## src/rtl/relm_adc_pkg.sv

```systemverilog
// Shared types and constants for the ADC128S022 SPI sequencer (relm_adc_io).
package relm_adc_pkg;

    typedef enum logic [2:0] {
        ST_IDLE  = 3'd0,
        ST_SETUP = 3'd1,
        ST_SHIFT = 3'd2,
        ST_HOLD  = 3'd3,
        ST_GAP   = 3'd4
    } adc_state_e;

    localparam int FRAME_BITS     = 16;
    localparam int ADDR_FIRST_BIT = 3;
    localparam int SAMPLE_W       = 12;
    localparam int CH_W           = 3;

    // DIN value for SCLK period k (1-based): channel MSB first at ADDR_FIRST_BIT, 0 elsewhere.
    function automatic logic saddr_for_bit(input logic [4:0] k, input logic [CH_W-1:0] ch);
        logic bit_v;
        bit_v = 1'b0;
        for (int i = 0; i < CH_W; i++) begin
            if (k == 5'(ADDR_FIRST_BIT + i)) bit_v = ch[CH_W-1-i];
        end
        return bit_v;
    endfunction

endpackage

```

## src/rtl/relm_adc_io_sclk_gen.sv

```systemverilog
// SCLK phase generator: DIV-cycle half periods with fall/rise/sample strobes.
// Held in phase zero while disabled, so every enable starts with a low half.
module relm_adc_sclk_gen #(
    parameter int DIV = 8
) (
    input  logic clk,
    input  logic rst,
    input  logic en,
    output logic fall,
    output logic rise,
    output logic smp
);

    localparam int CW = $clog2(DIV);

    logic [CW-1:0] cnt_q;
    logic          phase_q;   // 0 = low half, 1 = high half
    logic          tick;

    assign tick = en && (cnt_q == CW'(DIV - 1));

    always_ff @(posedge clk or posedge rst) begin
        if (rst) begin
            cnt_q   <= '0;
            phase_q <= 1'b0;
        end else if (!en) begin
            cnt_q   <= '0;
            phase_q <= 1'b0;
        end else if (tick) begin
            cnt_q   <= '0;
            phase_q <= ~phase_q;
        end else begin
            cnt_q   <= cnt_q + 1'b1;
        end
    end

    assign fall = en && !phase_q && (cnt_q == '0);
    assign rise = en &&  phase_q && (cnt_q == '0);
    // Last cycle of the high half: DOUT has been stable since the previous fall.
    assign smp  = tick && phase_q;

endmodule

```

## src/rtl/relm_adc_io.sv

```systemverilog
// ADC128S022 SPI sequencer between the ReLM push/pop buses and the ADC pins.
// Optional macro RELM_ADC_AVG_EN: average four real frames per request.
module relm_adc_io
    import relm_adc_pkg::*;
#(
    parameter int WD  = 32,
    parameter int DIV = 8
) (
    input  logic          clk,
    input  logic          rst_in,
    input  logic [WD:0]   push_d,
    output logic          push_retry,
    input  logic [WD:0]   pop_d,
    output logic [WD:0]   pop_q,
    output logic          adc_cs_n_out,
    output logic          adc_sclk_out,
    output logic          adc_saddr_out,
    input  logic          adc_sdat_in,
    output adc_state_e    dbg_state
);

    // Handshake: a push is taken when push_d[WD]=1 and push_retry=0 in that cycle;
    // a result is valid while pop_q[WD]=0 and is consumed by a cycle with pop_d[WD]=1.

    localparam int TW = $clog2(DIV);

    adc_state_e           state_q, state_d;
    logic [TW-1:0]        tmr_q, tmr_d;
    logic [4:0]           bit_q, bit_d;
    logic [CH_W-1:0]      req_ch_q, req_ch_d;
    logic [CH_W-1:0]      cur_ch_q, cur_ch_d;
    logic                 addr_known_q, addr_known_d;
    logic                 dummy_q, dummy_d;
    logic                 res_pend_q, res_pend_d;
    logic                 accept;
    logic                 tmr_last;
    logic                 hold_end;

    logic [FRAME_BITS-1:0] sreg_q;
    logic                  sdat_meta, sdat_sync;
    logic                  cs_n_q, sclk_q, saddr_q;
    logic                  fall, rise, smp;
    logic [SAMPLE_W-1:0]   result_w;

    assign tmr_last = (tmr_q == TW'(DIV - 1));
    assign hold_end = (state_q == ST_HOLD) && tmr_last;

`ifdef RELM_ADC_AVG_EN
    logic [1:0]  frm_q, frm_d;
    logic [13:0] acc_q;
    logic        unused_acc;
    assign result_w   = acc_q[13:2];
    assign unused_acc = ^acc_q[1:0];
`else
    assign result_w = sreg_q[SAMPLE_W-1:0];
`endif

    relm_adc_sclk_gen #(.DIV(DIV)) u_sclk_gen (
        .clk  (clk),
        .rst  (rst_in),
        .en   (state_q == ST_SHIFT),
        .fall (fall),
        .rise (rise),
        .smp  (smp)
    );

    always_comb begin
        state_d      = state_q;
        tmr_d        = tmr_q + 1'b1;
        bit_d        = bit_q;
        req_ch_d     = req_ch_q;
        cur_ch_d     = cur_ch_q;
        addr_known_d = addr_known_q;
        dummy_d      = dummy_q;
        res_pend_d   = 1'b0;
        accept       = 1'b0;
`ifdef RELM_ADC_AVG_EN
        frm_d        = frm_q;
`endif
        case (state_q)
            ST_IDLE: begin
                tmr_d = '0;
                if (push_d[WD]) begin
                    accept   = 1'b1;
                    req_ch_d = push_d[CH_W-1:0];
                    // The ADC converts the channel addressed in the previous frame.
                    dummy_d  = !addr_known_q || (push_d[CH_W-1:0] != cur_ch_q);
                    state_d  = ST_SETUP;
`ifdef RELM_ADC_AVG_EN
                    frm_d    = 2'd0;
`endif
                end
            end
            ST_SETUP: begin
                if (tmr_last) begin
                    tmr_d   = '0;
                    bit_d   = 5'd1;
                    state_d = ST_SHIFT;
                end
            end
            ST_SHIFT: begin
                tmr_d = '0;
                if (smp) begin
                    if (bit_q == 5'(FRAME_BITS)) state_d = ST_HOLD;
                    else                         bit_d   = bit_q + 5'd1;
                end
            end
            ST_HOLD: begin
                if (tmr_last) begin
                    tmr_d        = '0;
                    cur_ch_d     = req_ch_q;
                    addr_known_d = 1'b1;
                    state_d      = ST_GAP;
                end
            end
            ST_GAP: begin
                if (tmr_last) begin
                    tmr_d = '0;
                    if (dummy_q) begin
                        dummy_d = 1'b0;
                        state_d = ST_SETUP;
                    end
`ifdef RELM_ADC_AVG_EN
                    else if (frm_q != 2'd3) begin
                        frm_d   = frm_q + 2'd1;
                        state_d = ST_SETUP;
                    end
`endif
                    else begin
                        res_pend_d = 1'b1;
                        state_d    = ST_IDLE;
                    end
                end
            end
            default: state_d = ST_IDLE;
        endcase
    end

    always_ff @(posedge clk or posedge rst_in) begin
        if (rst_in) begin
            state_q      <= ST_IDLE;
            tmr_q        <= '0;
            bit_q        <= 5'd0;
            req_ch_q     <= '0;
            cur_ch_q     <= '0;
            addr_known_q <= 1'b0;
            dummy_q      <= 1'b0;
            res_pend_q   <= 1'b0;
        end else begin
            state_q      <= state_d;
            tmr_q        <= tmr_d;
            bit_q        <= bit_d;
            req_ch_q     <= req_ch_d;
            cur_ch_q     <= cur_ch_d;
            addr_known_q <= addr_known_d;
            dummy_q      <= dummy_d;
            res_pend_q   <= res_pend_d;
        end
    end

`ifdef RELM_ADC_AVG_EN
    always_ff @(posedge clk or posedge rst_in) begin
        if (rst_in) begin
            frm_q <= 2'd0;
            acc_q <= 14'd0;
        end else begin
            frm_q <= frm_d;
            if (hold_end && !dummy_q)
                acc_q <= ((frm_q == 2'd0) ? 14'd0 : acc_q) + {2'b00, sreg_q[SAMPLE_W-1:0]};
        end
    end
`endif

    always_ff @(posedge clk or posedge rst_in) begin
        if (rst_in) begin
            sdat_meta <= 1'b0;
            sdat_sync <= 1'b0;
            sreg_q    <= '0;
        end else begin
            sdat_meta <= adc_sdat_in;
            sdat_sync <= sdat_meta;
            if (smp) sreg_q <= {sreg_q[FRAME_BITS-2:0], sdat_sync};
        end
    end

    // Pins are registered one cycle behind the state so they never glitch.
    always_ff @(posedge clk or posedge rst_in) begin
        if (rst_in) begin
            cs_n_q  <= 1'b1;
            sclk_q  <= 1'b1;
            saddr_q <= 1'b0;
        end else begin
            cs_n_q <= !((state_q == ST_SETUP) || (state_q == ST_SHIFT) || (state_q == ST_HOLD));
            if (fall)                              sclk_q <= 1'b0;
            else if (rise || state_q != ST_SHIFT)  sclk_q <= 1'b1;
            if (fall) saddr_q <= saddr_for_bit(bit_q, req_ch_q);
        end
    end

    // A push in the same cycle as a pending result or a pop wins: ready stays low.
    always_ff @(posedge clk or posedge rst_in) begin
        if (rst_in) begin
            pop_q <= {1'b1, {WD{1'b0}}};
        end else if (accept) begin
            pop_q[WD] <= 1'b1;
        end else if (res_pend_q) begin
            pop_q <= {1'b0, {(WD-CH_W-SAMPLE_W){1'b0}}, req_ch_q, result_w};
        end else if (pop_d[WD]) begin
            pop_q[WD] <= 1'b1;
        end
    end

    logic unused_ok;
    assign unused_ok = ^{push_d[WD-1:CH_W], pop_d[WD-1:0], sreg_q[FRAME_BITS-1:SAMPLE_W]};

    assign push_retry    = (state_q != ST_IDLE);
    assign adc_cs_n_out  = cs_n_q;
    assign adc_sclk_out  = sclk_q;
    assign adc_saddr_out = saddr_q;
    assign dbg_state     = state_q;

endmodule

```

## config.mk

```make
export PLATFORM = sky130hd
export DESIGN_NAME = relm_adc_io
export DESIGN_NICKNAME = d
export VERILOG_FILES = /design/src/rtl/relm_adc_pkg.sv /design/src/rtl/relm_adc_io_sclk_gen.sv /design/src/rtl/relm_adc_io.sv
export SDC_FILE = /design/constraint.sdc
export NUM_CORES = 1
export LEC_CHECK = 0
export CORE_MARGIN = 3
export CORE_UTILIZATION = 47
export DETAILED_ROUTE_END_ITERATION = 8
export PLACE_DENSITY = 0.94
export SKIP_CTS_REPAIR_TIMING = 1
export SLEW_MARGIN = 5
export SYNTH_ARGS = -nofsm -noshare
export SYNTH_HDL_FRONTEND = slang
export SYNTH_HIERARCHICAL = 1
export SYNTH_SLANG_ARGS = --single-unit
```

## constraint.sdc

```tcl
create_clock -name clk -period 4.2 [get_ports clk]
set_input_delay 0.84 -clock clk [delete_from_list [all_inputs] [get_ports clk]]
set_output_delay 0.84 -clock clk [all_outputs]
set_load 0.03 [all_outputs]
```

==> run_1/placement_by_type.png <==
Scale bar: 20 um. Fill, decap, tap and diode cells in gray.
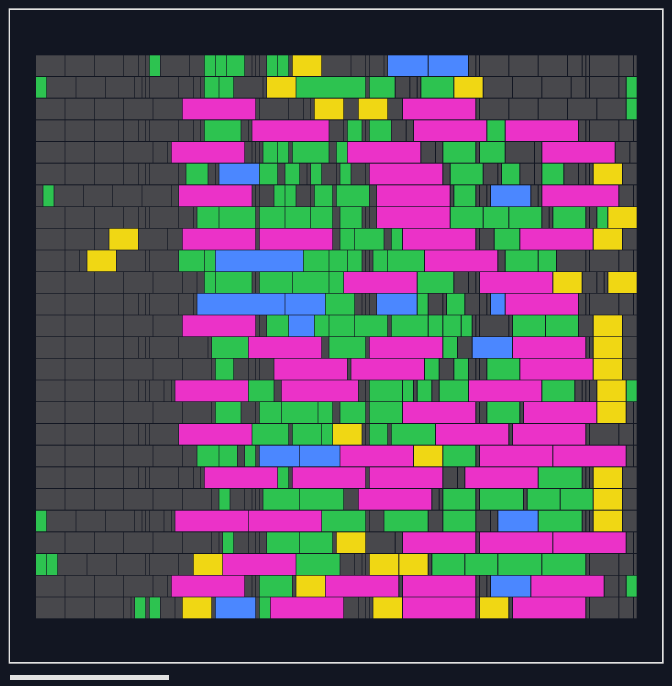
clock drivers and dummy loads: drawn in blue, cells 16. flops: drawn in magenta, cells 57. other buffers and delay cells: drawn in yellow, cells 30. combinational and other logic: drawn in green, cells 140.

==> run_1/placement.png <==
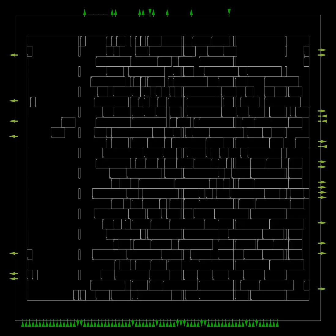
# fillers: 402
# rows: 26
n_taps: 70

==> results.json, run 1 <==
{
  "synthArstFlopShare_pct": 100,
  "r2r_end": "bit_q[2]",
  "skew_ns": 0.00541,
  "drt-pass1-iter-count": 5,
  "cp_num_buf_inv": 2,
  "postPlaceCellArea_sq_um": 2970,
  "cts_sinks": 57,
  "grt_pass1_wl_um": 8000,
  "place_ws_ns": 1.12,
  "insertion_delay_ns": 0.33,
  "slew_viol_final": 0,
  "r2r_slack_ns": 1.55,
  "outcome": "finished clean",
  "synth_warnings": 6,
  "vias_per_cell": 5.14,
  "die_area_sq_um": 6690,
  "port_buffers": 30,
  "ios": 109,
  "ys_area_sq_um": 2700,
  "grt_util_all_layers_pct": 16.4,
  "fa_ha_area_share_pct": 3.71,
  "final_antenna_net_count": 0,
  "dp_hpwl_um": 3260,
  "placed_cells": 297,
  "overflow": 0,
  "syn_to_final_growth_pct": 18.7,
  "comb_area_sq_um": 1120,
  "nonClockBufferCount": 30,
  "fmax_mhz": 365,
  "p_leak_nw": 1.54,
  "inv_count": 8,
  "ys_sh_xor_pct": 1.62,
  "detail_route.wl_per_cell_um": 15.0,
  "path_class": "register to output pin",
  "min_from": "sdat_meta",
  "yosysTopAreaCell": "dfrtp_1",
  "path_max_fanout": 15,
  "fin_area_sq_um": 3200
}
==> run_1/layer_met2.png <==
Scale bar: 20 um.
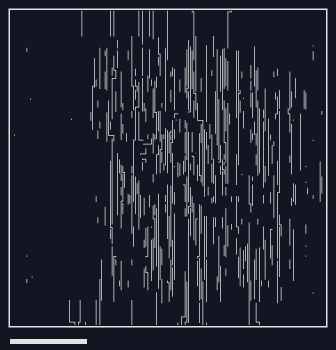
235 nets have wire on it. The layer carries 2330 um of wire. The longest straight run is 26.9 um. The wires run mostly vertical. The layer holds 50% of the routed length.
drt total wl: 4710 um
met2 Use GR: 25.7%

==> run_1/power_grid.png <==
Pins as bars on the die edge. Tap cells in gray.
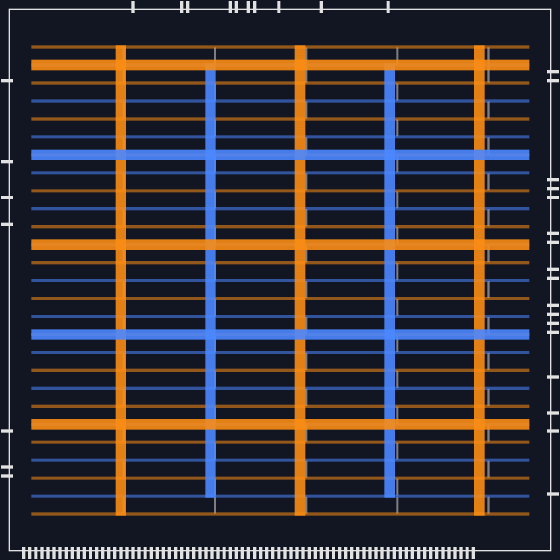
VSS: drawn in orange. VDD: drawn in blue.
The core has 26 rows. 27 met1 rails follow the rows. 109 signal pins sit on the boundary. 5 straps on met5.
Core ar.: 5340 sq um
Die X: 81.8 um
die height: 81.8 um
largest vdd supply drop: 194 uV

-- run 1: flip-flops by register name, summed over array words and instances, names as in the netlist, 3 cells and up --
name / cells
bit_q: 5
cur_ch_q: 3
dbg_state: 3
pop_q: 16
req_ch_q: 3
sreg_q: 12
tmr_q: 3
u_sclk_gen/cnt_q: 3
-- run 1: metal layers --
metal / vias up / share of wire (%) / track usage, % / wire length [um]
met5: - / 0 / 0 / 0
met4: 0 / 2.4 / 8.14 / 115
met3: 11 / 4.7 / 6.03 / 220
met2: 43 / 50 / 25.7 / 2330
met1: 796 / 43 / 19.8 / 2040
li1: 758 / - / - / -
-- run 1: where the power goes --
| part | switching [mW] | internal, mW |
|---|---|---|
| sequential | 0.00340 | 0.554 |
| combinational | 0.0346 | 0.0112 |
| clock | 0.214 | 0.382 |
--- run 2 (diff from run 1) ---
--- a/config.mk
+++ b/config.mk
@@ -6,9 +6,9 @@
 export NUM_CORES = 1
 export LEC_CHECK = 0
 export CORE_MARGIN = 3
-export CORE_UTILIZATION = 47
+export CORE_UTILIZATION = 43
 export DETAILED_ROUTE_END_ITERATION = 8
-export PLACE_DENSITY = 0.94
+export PLACE_DENSITY = 0.88
 export SKIP_CTS_REPAIR_TIMING = 1
 export SLEW_MARGIN = 5
 export SYNTH_ARGS = -nofsm -noshare
==> constraint.sdc (replaced) <==
create_clock -name clk -period 2.8 [get_ports clk]
set_input_delay 0.56 -clock clk [delete_from_list [all_inputs] [get_ports clk]]
set_output_delay 0.56 -clock clk [all_outputs]
set_load 0.03 [all_outputs]
==> run_2/placement.png <==
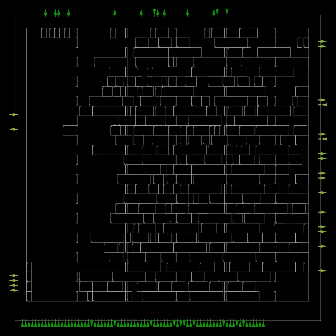
# rows: 28
sequential cells: 57
# fillers: 487
Cell Count, Final, Fillers Out: 325
Core ar.: 5990 sq um

==> run_2/clk_routes.png <==
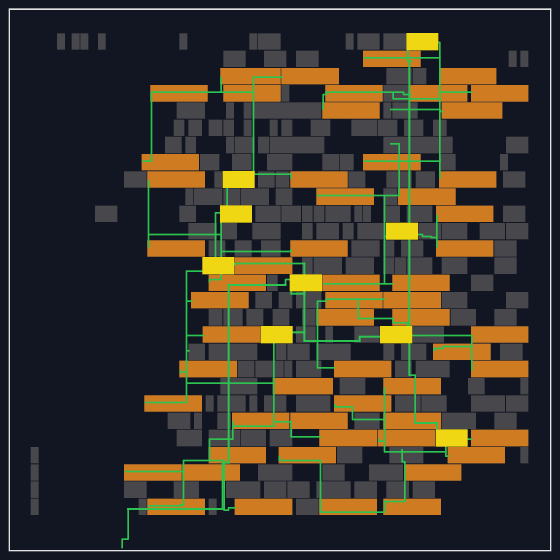
clock drivers: drawn in yellow, count 9. flip-flops: drawn in orange, count 57. clock wires: drawn in green, length 747 um.
There are 10 routed clock nets.

==> run 2 against run 1 <==
Combinational power rose by 57%. Worst hold slack got worse by 0.0014 ns. Synthesized cell count did not move. First-iteration DRC count fell by 58%. Clock skew rose by 0.0014 ns. Die size rose by 8.6%. Global-route usage fell by 1.8 points. Largest cell class unchanged. Highest routed layer unchanged. Worst setup slack got worse by 1.1 ns. Critical path depth did not move. Design area rose by 1.6%. Core utilization fell by 5.7 points. Total power rose by 49%. Critical endpoint unchanged.
==> results.json, run 2 <==
{
  "largest_reg_flops": 16,
  "detail_route.wl_per_cell_um": 14.7,
  "overflow": 0,
  "cts_sinks": 57,
  "slew_viol_final": 0,
  "die_area_sq_um": 7260,
  "fmax_mhz": 411,
  "use_met2_pct": 21.8,
  "met3_usage_pct": 3.69,
  "pwr-share-clk_pct": 49.1,
  "dp_hpwl_um": 3200,
  "vias_per_cell": 5.04,
  "chipWidth_um": 85.2,
  "power_frac_seq_pct": 46.9,
  "regMostFlops": "pop_q",
  "largest_registers": "pop_q x16, sreg_q x12, bit_q x5",
  "max-vdd-ir-drop_uv": 369,
  "outcome": "finished clean",
  "powerSeq_mw": 0.836,
  "p_clk_mw": 0.876,
  "final_antenna_net_count": 0,
  "grt_pass1_wl_um": 8200,
  "port_buffers": 30,
  "busiest_layer": "met2",
  "placed_cells": 309,
  "synth_warnings": 6
}
-- run 2: logic make-up (layout without fill, tap and decap cells) --
| family | Yosys count | count (layout) | share of synthesized area, % |
|---|---|---|---|
| AND-OR/OR-AND | 22 | 22 | 5.80 |
| XOR/XNOR | 5 | 5 | 1.62 |
| adder cells (fa/ha/maj) | 8 | 8 | 3.71 |
| buffers and inverters | 32 | 61 | 7.83 |
| flip-flops | 57 | 57 | 53.0 |
| multiplexers | 35 | 35 | 16.0 |
| other | 1 | 17 | 0.139 |
| AND/OR/NAND/NOR | 45 | 45 | 11.9 |
-- run 2: routing by layer --
metal,wire (um),share of wire [%],up-vias
li1,-,-,775
met1,2260,47,818
met2,2190,46,37
met3,206,4.3,9
met4,105,2.2,0
met5,0,0,-
--- run 3 (diff from run 2) ---
--- a/config.mk
+++ b/config.mk
@@ -5,10 +5,11 @@
 export SDC_FILE = /design/constraint.sdc
 export NUM_CORES = 1
 export LEC_CHECK = 0
+export ABC_CLOCK_PERIOD_IN_PS = 2800
 export CORE_MARGIN = 3
 export CORE_UTILIZATION = 43
 export DETAILED_ROUTE_END_ITERATION = 8
-export PLACE_DENSITY = 0.88
+export PLACE_DENSITY = 0.8
 export SKIP_CTS_REPAIR_TIMING = 1
 export SLEW_MARGIN = 5
 export SYNTH_ARGS = -nofsm -noshare
==> run_3/placement.png <==
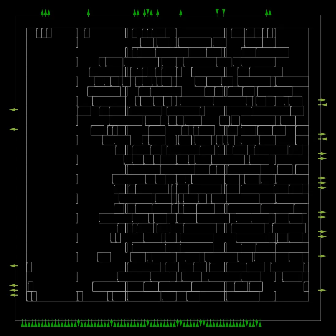
# fillers: 508
Layout Utilization: 53.3%
fraction of area in registers: 44.8%
Cell Count, Final, Fillers Out: 323

==> run_3/layer_met2.png <==
Scale bar: 20 um.
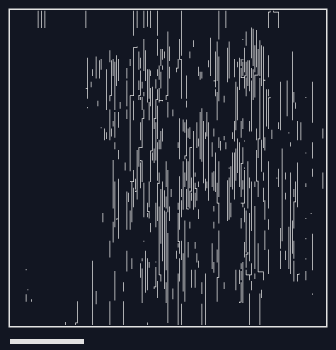
238 nets have wire on it. The wires run mostly vertical. The layer holds 50% of the routed length. The layer carries 2320 um of wire.
via count: 1637
met2 Use GR: 22.0%
drt total wl: 4690 um

==> run 3 against run 2 <==
Highest routed layer unchanged. Fmax down 2.9%. Clock skew down 0.0011 ns. Largest power group is now registers. Via count down 0.12%. Wire length down 1.7%. Global-route usage down 0.16 points. Worst setup slack worse by 0.072 ns. Largest cell class unchanged.
==> results.json, run 3 <==
{
  "synthTopCellsByCount": "dfrtp_1, mux2_2, buf_4, mux2_4",
  "grt_pass1_wl_um": 8020,
  "largest_registers": "pop_q x16, sreg_q x12, bit_q x5",
  "simple_gate_area_share_pct": 11.9,
  "vias_per_cell": 5.07,
  "ys_sh_xor_pct": 1.62,
  "ys_sh_aoi_pct": 5.80,
  "max-vdd-ir-drop_uv": 337,
  "logic_family": "multiplexers",
  "coreArea_sq_um": 5990,
  "largest_reg_flops": 16,
  "num_rows": 28,
  "regMostFlops": "pop_q",
  "placed_cells": 308,
  "mux_share_pct": 16.0,
  "drtIter0Drc": 91,
  "slew_viol_final": 0,
  "dp_hpwl_um": 3230,
  "port_buffers": 30,
  "synth_warnings": 6,
  "cts_sinks": 57,
  "overflow": 0,
  "r2r_end": "bit_q[2]",
  "outcome": "finished clean",
  "die_area_sq_um": 7260,
  "final_antenna_net_count": 0,
  "top_cell": "dfrtp_1",
  "min_period_ns": 2.50
}
run 3: cell counts after synthesis:
Identical to the previous run, type by type.
run 3: report_power, final:
part,switching (mW),internal (mW),leakage (nW)
registers,0.00538,0.831,0.745
clock network,0.304,0.401,0.0929
logic,0.0534,0.0186,0.701
total,0.363,1.25,1.54
run 3: layout make-up:
cell class,count,area (sq um)
Clock buffer,11,131
Clock inverter,4,45.0
Fill cell,508,2800
Inverter,8,30.0
Multi-Input combinational cell,132,1120
Sequential cell,57,1430
Tap cell,75,93.8
Timing Repair Buffer,36,345
run 3: routing by layer:
layer	wire length, um	part of all wire, %	GRT usage, %	up-vias
met5	0	0	0	-
met4	96	2.0	9.06	0
met3	225	4.8	3.98	10
met2	2320	50	22.0	37
met1	2040	44	17.9	829
li1	-	-	-	761
Power is estimated from default activity; no workload was simulated.
